Figure 1. Clock wiring as the flow saved it.
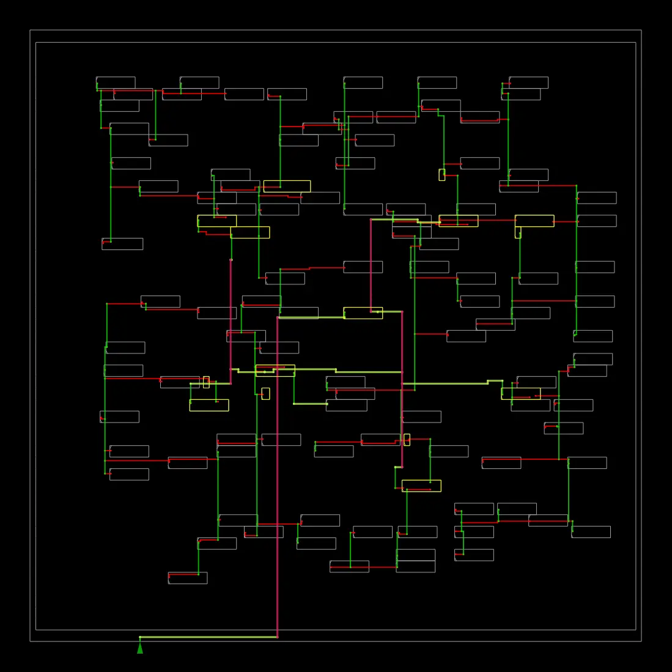
Figure 2. Nets reached from selected ports.
Scale bar: 50 µm.
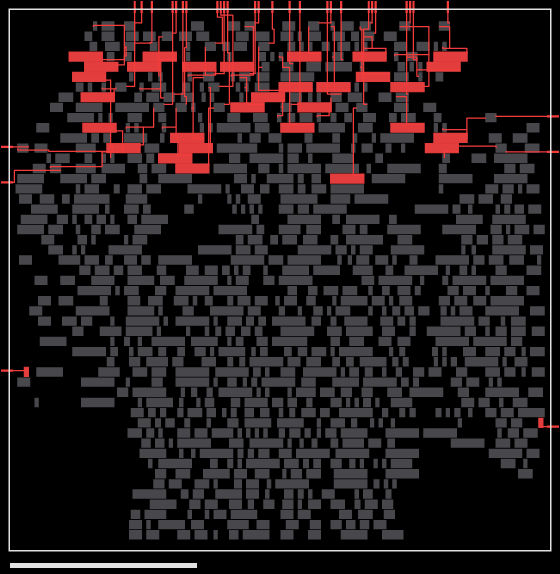
Figure 3. Sequential cells grouped by signal name.
Scale bar: 50 µm. Other sequential cells in the stronger gray, the rest of the logic in the fainter gray.
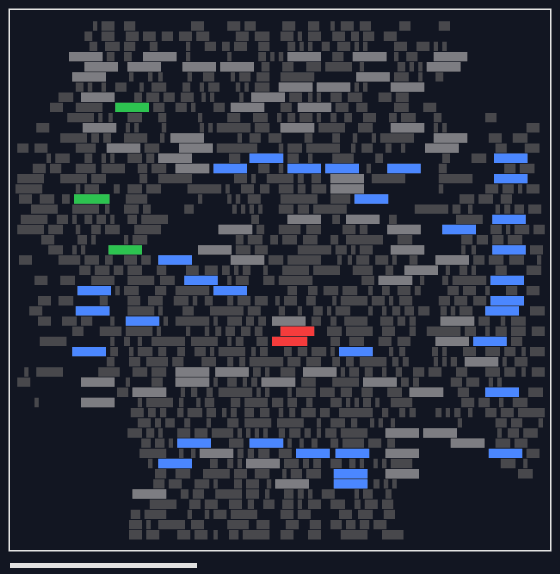
## src/rtl/store_merge_unit_if.sv

```systemverilog
// Bundle of request, memory and status signals for the store merge unit.
interface store_merge_unit_if #(
    parameter int unsigned DATA_W = 32,
    parameter int unsigned ADDR_W = 32
);
    logic              start;
    logic [1:0]        size;
    logic [ADDR_W-1:0] addr;
    logic [DATA_W-1:0] wdata;
    logic              mem_req;
    logic              mem_we;
    logic [ADDR_W-1:0] mem_addr;
    logic [DATA_W-1:0] mem_wdata;
    logic [DATA_W-1:0] mem_rdata;
    logic              mem_ready;
    logic              busy;
    logic              done;
    logic              misalign_err;

    // Environment side: issues store requests and answers memory accesses.
    modport master (
        output start, size, addr, wdata, mem_rdata, mem_ready,
        input  mem_req, mem_we, mem_addr, mem_wdata, busy, done, misalign_err
    );

    // Store merge unit side.
    modport slave (
        input  start, size, addr, wdata, mem_rdata, mem_ready,
        output mem_req, mem_we, mem_addr, mem_wdata, busy, done, misalign_err
    );
endinterface

```

## src/rtl/store_merge_unit.sv

```systemverilog
// Store merge unit: turns byte/halfword stores into read-modify-write of a full
// memory word and passes aligned full-word stores straight through as a single write.
module store_merge_unit #(
    parameter int unsigned DATA_W = 32,
    parameter int unsigned ADDR_W = 32
) (
    input logic               clk,
    input logic               reset_n,
    store_merge_unit_if.slave bus
);
    localparam int unsigned LANES = DATA_W / 8;
    localparam int unsigned OFF_W = $clog2(LANES);

    localparam logic [1:0] SzByte = 2'b00;
    localparam logic [1:0] SzHalf = 2'b01;
    localparam logic [1:0] SzWord = 2'b10;

    typedef enum logic [2:0] {
        StIdle,
        StRead,
        StWrite,
        StDone,
        StErr
    } state_e;

    state_e state_q, state_d;

    logic [1:0]        size_q;
    logic [ADDR_W-1:0] addr_q;
    logic [DATA_W-1:0] wdata_q;
    logic [DATA_W-1:0] merge_q, merge_d;

    logic [OFF_W-1:0]  off_in;
    logic [OFF_W-1:0]  off_q;
    logic [OFF_W-1:0]  off_hi_q;
    logic              reject;
    logic              accept;
    logic              capture;

    assign off_in   = bus.addr[OFF_W-1:0];
    assign off_q    = addr_q[OFF_W-1:0];
    // Upper lane of an accepted halfword; its offset is always even.
    assign off_hi_q = {off_q[OFF_W-1:1], 1'b1};

    // Classify the incoming request: reserved size or misaligned address is rejected.
    always_comb begin
        reject = 1'b0;
        case (bus.size)
            SzByte:  reject = 1'b0;
            SzHalf:  reject = bus.addr[0];
            SzWord:  reject = (off_in != '0);
            default: reject = 1'b1;
        endcase
    end

    // Next-state logic and the load strobes for the request and merge registers.
    always_comb begin
        state_d = state_q;
        accept  = 1'b0;
        capture = 1'b0;
        case (state_q)
            StIdle: begin
                if (bus.start) begin
                    accept = 1'b1;
                    if (reject) begin
                        state_d = StErr;
                    end else if (bus.size == SzWord) begin
                        state_d = StWrite;
                    end else begin
                        state_d = StRead;
                    end
                end
            end
            StRead: begin
                if (bus.mem_ready) begin
                    capture = 1'b1;
                    state_d = StWrite;
                end
            end
            StWrite: begin
                if (bus.mem_ready) begin
                    state_d = StDone;
                end
            end
            StDone:  state_d = StIdle;
            StErr:   state_d = StIdle;
            default: state_d = StIdle;
        endcase
    end

    // Overlay the store data onto the word being read back from memory.
    always_comb begin
        merge_d = bus.mem_rdata;
        for (int k = 0; k < int'(LANES); k++) begin
            if ((size_q == SzByte || size_q == SzHalf) && OFF_W'(k) == off_q) begin
                merge_d[8*k +: 8] = wdata_q[7:0];
            end
            if (size_q == SzHalf && OFF_W'(k) == off_hi_q) begin
                merge_d[8*k +: 8] = wdata_q[15:8];
            end
        end
    end

    // State register.
    always_ff @(posedge clk or negedge reset_n) begin
        if (!reset_n) begin
            state_q <= StIdle;
        end else begin
            state_q <= state_d;
        end
    end

    // Request capture at acceptance and merged-word capture at read completion.
    always_ff @(posedge clk or negedge reset_n) begin
        if (!reset_n) begin
            size_q  <= '0;
            addr_q  <= '0;
            wdata_q <= '0;
            merge_q <= '0;
        end else begin
            if (accept) begin
                size_q  <= bus.size;
                addr_q  <= bus.addr;
                wdata_q <= bus.wdata;
            end
            if (capture) begin
                merge_q <= merge_d;
            end
        end
    end

    // Outputs decode purely from registered state, so reset clears them at once.
    always_comb begin
        bus.mem_req      = (state_q == StRead) || (state_q == StWrite);
        bus.mem_we       = (state_q == StWrite);
        bus.mem_addr     = {addr_q[ADDR_W-1:OFF_W], {OFF_W{1'b0}}};
        // Full-word stores skip the read, so the latched data goes out untouched.
        bus.mem_wdata    = (size_q == SzWord) ? wdata_q : merge_q;
        bus.busy         = (state_q != StIdle);
        bus.done         = (state_q == StDone);
        bus.misalign_err = (state_q == StErr);
    end
endmodule
```

## src/flat_wrapper.sv

```systemverilog
// flat-port wrapper written by rule: the top's interface ports become plain ports
module store_merge_unit_flat 
#(
    parameter int unsigned DATA_W = 32,
    parameter int unsigned ADDR_W = 32
)
  (clk, reset_n, bus_start, bus_size, bus_addr, bus_wdata, bus_mem_rdata, bus_mem_ready, bus_mem_req, bus_mem_we, bus_mem_addr, bus_mem_wdata, bus_busy, bus_done, bus_misalign_err);
  store_merge_unit_if #(.DATA_W(DATA_W), .ADDR_W(ADDR_W)) bus_i ();
  input logic clk;
  input logic reset_n;
  input wire logic [$bits(bus_i.start)-1:0] bus_start;
  input wire logic [$bits(bus_i.size)-1:0] bus_size;
  input wire logic [$bits(bus_i.addr)-1:0] bus_addr;
  input wire logic [$bits(bus_i.wdata)-1:0] bus_wdata;
  input wire logic [$bits(bus_i.mem_rdata)-1:0] bus_mem_rdata;
  input wire logic [$bits(bus_i.mem_ready)-1:0] bus_mem_ready;
  output wire logic [$bits(bus_i.mem_req)-1:0] bus_mem_req;
  output wire logic [$bits(bus_i.mem_we)-1:0] bus_mem_we;
  output wire logic [$bits(bus_i.mem_addr)-1:0] bus_mem_addr;
  output wire logic [$bits(bus_i.mem_wdata)-1:0] bus_mem_wdata;
  output wire logic [$bits(bus_i.busy)-1:0] bus_busy;
  output wire logic [$bits(bus_i.done)-1:0] bus_done;
  output wire logic [$bits(bus_i.misalign_err)-1:0] bus_misalign_err;
  assign bus_i.start = bus_start;
  assign bus_i.size = bus_size;
  assign bus_i.addr = bus_addr;
  assign bus_i.wdata = bus_wdata;
  assign bus_i.mem_rdata = bus_mem_rdata;
  assign bus_i.mem_ready = bus_mem_ready;
  assign bus_mem_req = bus_i.mem_req;
  assign bus_mem_we = bus_i.mem_we;
  assign bus_mem_addr = bus_i.mem_addr;
  assign bus_mem_wdata = bus_i.mem_wdata;
  assign bus_busy = bus_i.busy;
  assign bus_done = bus_i.done;
  assign bus_misalign_err = bus_i.misalign_err;
  store_merge_unit #(.DATA_W(DATA_W), .ADDR_W(ADDR_W)) u_core (.clk(clk), .reset_n(reset_n), .bus(bus_i));
endmodule
```

## config.mk

```make
export PLATFORM = sky130hd
export DESIGN_NAME = store_merge_unit_flat
export DESIGN_NICKNAME = d
export VERILOG_FILES = /design/src/rtl/store_merge_unit_if.sv /design/src/rtl/store_merge_unit.sv /design/src/flat_wrapper.sv
export SDC_FILE = /design/constraint.sdc
export NUM_CORES = 1
export LEC_CHECK = 0
export ABC_AREA = 1
export CAP_MARGIN = 10
export CELL_PAD_IN_SITES_DETAIL_PLACEMENT = 1
export CELL_PAD_IN_SITES_GLOBAL_PLACEMENT = 2
export CORE_MARGIN = 1
export CORE_UTILIZATION = 25
export DETAILED_ROUTE_END_ITERATION = 10
export PLACE_DENSITY = 0.92
export SYNTH_ARGS = -nofsm -noshare
export SYNTH_HDL_FRONTEND = slang
export SYNTH_SLANG_ARGS = --single-unit
```

## constraint.sdc

```tcl
create_clock -name clk -period 1.4 [get_ports clk]
set_input_delay 0.21 -clock clk [delete_from_list [all_inputs] [get_ports clk]]
set_output_delay 0.21 -clock clk [all_outputs]
set_load 0.03 [all_outputs]
```

==> impl_metrics.env <==
# yosys + openroad results
export IMPL_status="finished, violations left"
export IMPL_violations="negative setup slack"
export IMPL_period_minus_slack_ps=1760
export IMPL_layout_filler_cells=2217
export IMPL_power_largest_group="combinational logic"
export IMPL_hold_path_class="input pin to asynchronous set/reset pin"
export IMPL_die_height_um=144
export IMPL_grt_setup_unrepaired="true"
export IMPL_final_design_area_no_fill_mm2=0.00971
export IMPL_timing_final_max_slew_violations=0
export IMPL_fin_crit_sh_pct=126
export IMPL_timing_setup_critical_path_class="register to output pin"
export IMPL_r2r_slack_ps=-220
export IMPL_ys_warnings=0
export IMPL_dp_hpwl_um=12700
export IMPL_critical_path_startpoint_type="register"
export IMPL_synthDominantCellAreaShare_pct=49.9
export IMPL_synthesis_area_per_instance_um2=7.67
export IMPL_cell_area_reported_after_detailed_placement_mm2=0.00719
export IMPL_global_route_usage_total_pct=18.1
export IMPL_cts_buffer_depth=2
export IMPL_ys_ff=101
export IMPL_leakage_nw=4.60
export IMPL_num_vias=5370
export IMPL_antenna_diode_count=0
export IMPL_timing_critical_path_to_type="output pin"
export IMPL_max_cap_violations=0
export IMPL_cts_htree_levels=3
export IMPL_critical_path_max_fanout=20
export IMPL_layout_setup_ws_ps=-363
export IMPL_drtPass1Iterations=4
export IMPL_hold_viol=0
export IMPL_clk_slew_on_worst_s_h_paths_ps=80
export IMPL_sequentialPowerShare_pct=21.8
export IMPL_post_detailed_route_via_to_cell_ratio=4.69
export IMPL_postCtsResizedCells=113
export IMPL_final_count_of_negative_setup_slack_endpoints=137
export IMPL_ys_types=21
export IMPL_layout_top_cell_excl_fill_tap="nand2_1"
export IMPL_tritoncts_clock_tree="done"
export IMPL_core_rowCount=51
export IMPL_ys_flop_type="dfrtp_1"
export IMPL_finalNonFillerCells=1144
export IMPL_detail_route_wl_per_cell_um=20.6
export IMPL_arrival_ps=1550
export IMPL_regToRegStartpoint="u_core.state_q[0]"
export IMPL_drt_iter0_markers=212
export IMPL_gr_total_overflow=0
export IMPL_yosys_cell_count=661
export IMPL_drc_errors=0
export IMPL_synth_edff_count=0
export IMPL_timing_setup_tns_ps=-21980
export IMPL_synth_async_reset_ratio_pct=100
export IMPL_grt_antenna_before_repair=0
export IMPL_inserted_clock_buffers=9
export IMPL_ys_area_mm2=0.00507
export IMPL_layout_drive_gt1_share_pct=44.9
export IMPL_worst_setup_path_startpoint="u_core.size_q[0]"
export IMPL_irDropWorstVdd_uv=1490
export IMPL_post_synth_instance_area_mm2=0.00507
export IMPL_layout_top_cells="nand2_1, clkdlybuf4s50_1, dfrtp_1, nand2_2, o21ai_2"
export IMPL_synthesis_instances=661
export IMPL_chipArea_mm2=0.0208
export IMPL_place_inst=1066
export IMPL_r2r_end="u_core.wdata_q[5]"
export IMPL_clock_power_share_pct=10.3
export IMPL_synthMostInstantiatedCell="nand2_1"
export IMPL_die_width_um=144
export IMPL_cts_hold_repair_buffers=1
export IMPL_globalplace_congestion=0.759
export IMPL_layout_area_overhead_vs_synth_pct=91.7
export IMPL_grt_start_max_net_pins=55
export IMPL_cp_data_required_time_ps=1190
export IMPL_routed_wl_um=23500
export IMPL_postCtsSetupBuffers=16
export IMPL_global_route_wire_length_before_repair_um=28300
export IMPL_total_power_w=0.0245
export IMPL_stage_log_warnings=29
export IMPL_synth_top_cells_by_count="nand2_1, dfrtp_1, o21ai_0, inv_1, nor2_1"
export IMPL_fmax_mhz=567
export IMPL_floorplan_core_area_mm2=0.0197
export IMPL_comb_cell_power_w=0.0167
export IMPL_nets=977
export IMPL_setup_crit_end="bus_mem_wdata[14]"
export IMPL_internal_power_w=0.0130
export IMPL_top_cells_by_area="dfrtp_1, nand2_1, o21ai_0"
export IMPL_grt_pass1_vias=5207
export IMPL_postSynthSeqShare_pct=49.9
export IMPL_place_ws_ps=-102
export IMPL_synth_largest_area_cell="dfrtp_1"
export IMPL_power_frac_comb_pct=67.9
export IMPL_reg2reg_depth=8
export IMPL_power_density_cell_area_mw_per_mm2=2530
export IMPL_drt_antenna_violating_nets=0
export IMPL_core_util_floorplan_pct=25.8
export IMPL_netSwitchingFraction_pct=46.9
export IMPL_switching_power_w=0.0115
export IMPL_root_buffer="clkbuf_16"
-- Figure 1 (at the start) --
count of clock-net buffers in the final layout: 13
worst skew pair latency: 360 ps
Fin Clk Skew: 11.4 ps
clock sink count: 101
clock network power: 0.00252 W

-- Figure 2 (at the start) --
Key: red = `bus_mem_addr` [bits 32, direction output, edge 26 top, 3 left, 3 right, end cells 32, buffers 30, wire 1,040 µm]
top-level port count: 171
number of I/O port buffers: 168

-- Figure 3 (at the start) --
Key: blue = `u_core.wdata_q` [sequential cells 32]; green = `u_core.state_q` [sequential cells 3]; red = `u_core.size_q` [sequential cells 2]
Another 64 sequential cells are not colored.
Storage cell area: 0.00253 mm²
fraction of standard cell area that is sequential: 26.0%
P_seq: 0.00535 W

-- flip-flops by register name, indices dropped and copies added (netlist names) --
signal / count
u_core.addr_q: 32
u_core.merge_q: 32
u_core.size_q: 2
u_core.state_q: 3
u_core.wdata_q: 32
-- metal layers --
| metal | up-vias | wire, µm | share of wire [%] | GRT usage [%] |
|---|---|---|---|---|
| li1 | 2507 | - | - | - |
| met5 | - | 0 | 0 | 0 |
| met2 | 133 | 12200 | 52 | 30.7 |
| met4 | 0 | 595 | 2.5 | 6.70 |
| met3 | 37 | 783 | 3.3 | 3.31 |
| met1 | 2693 | 9930 | 42 | 22.9 |
-- worst max-delay path, cell delays in order, from the launching register on --
cell and delay (ps):
dfrtp_1 400, inv_2 120, nand2_8 100, buf_12 170
nand2_1 60, o21ai_1 60, buf_4 150, buf_12 130
-- kinds of logic (layout without fill, tap and decap cells) --
| family | Yosys count | after routing | synth area share [%] |
|---|---|---|---|
| AND/OR/NAND/NOR | 329 | 329 | 26.8 |
| other | 1 | 2 | 0.0740 |
| flip-flops | 101 | 101 | 49.9 |
| buffers and inverters | 120 | 337 | 12.4 |
| AND-OR/OR-AND | 110 | 110 | 10.9 |
-- per-stage QoR --
step / hold WS (ps) / utilization, %
2_1_floorplan: -85.6 / -
3_3_place_gp: 19.0 / 36.6
3_5_place_dp: 21.3 / 36.6
4_1_cts: 179 / 40.6
5_1_grt: 205 / 49.4
6_report: 188 / 49.4
-- layout make-up --
type	instances	area, µm²	area share (%)
Timing Repair Buffer	266	3210	33.1
Multi-Input combinational cell	441	3130	32.2
Sequential cell	101	2530	26.0
Tap cell	265	332	3.41
Clock buffer	13	240	2.47
Inverter	56	235	2.42
Clock inverter	2	35.0	0.361
Power is estimated from default activity; no workload was simulated.
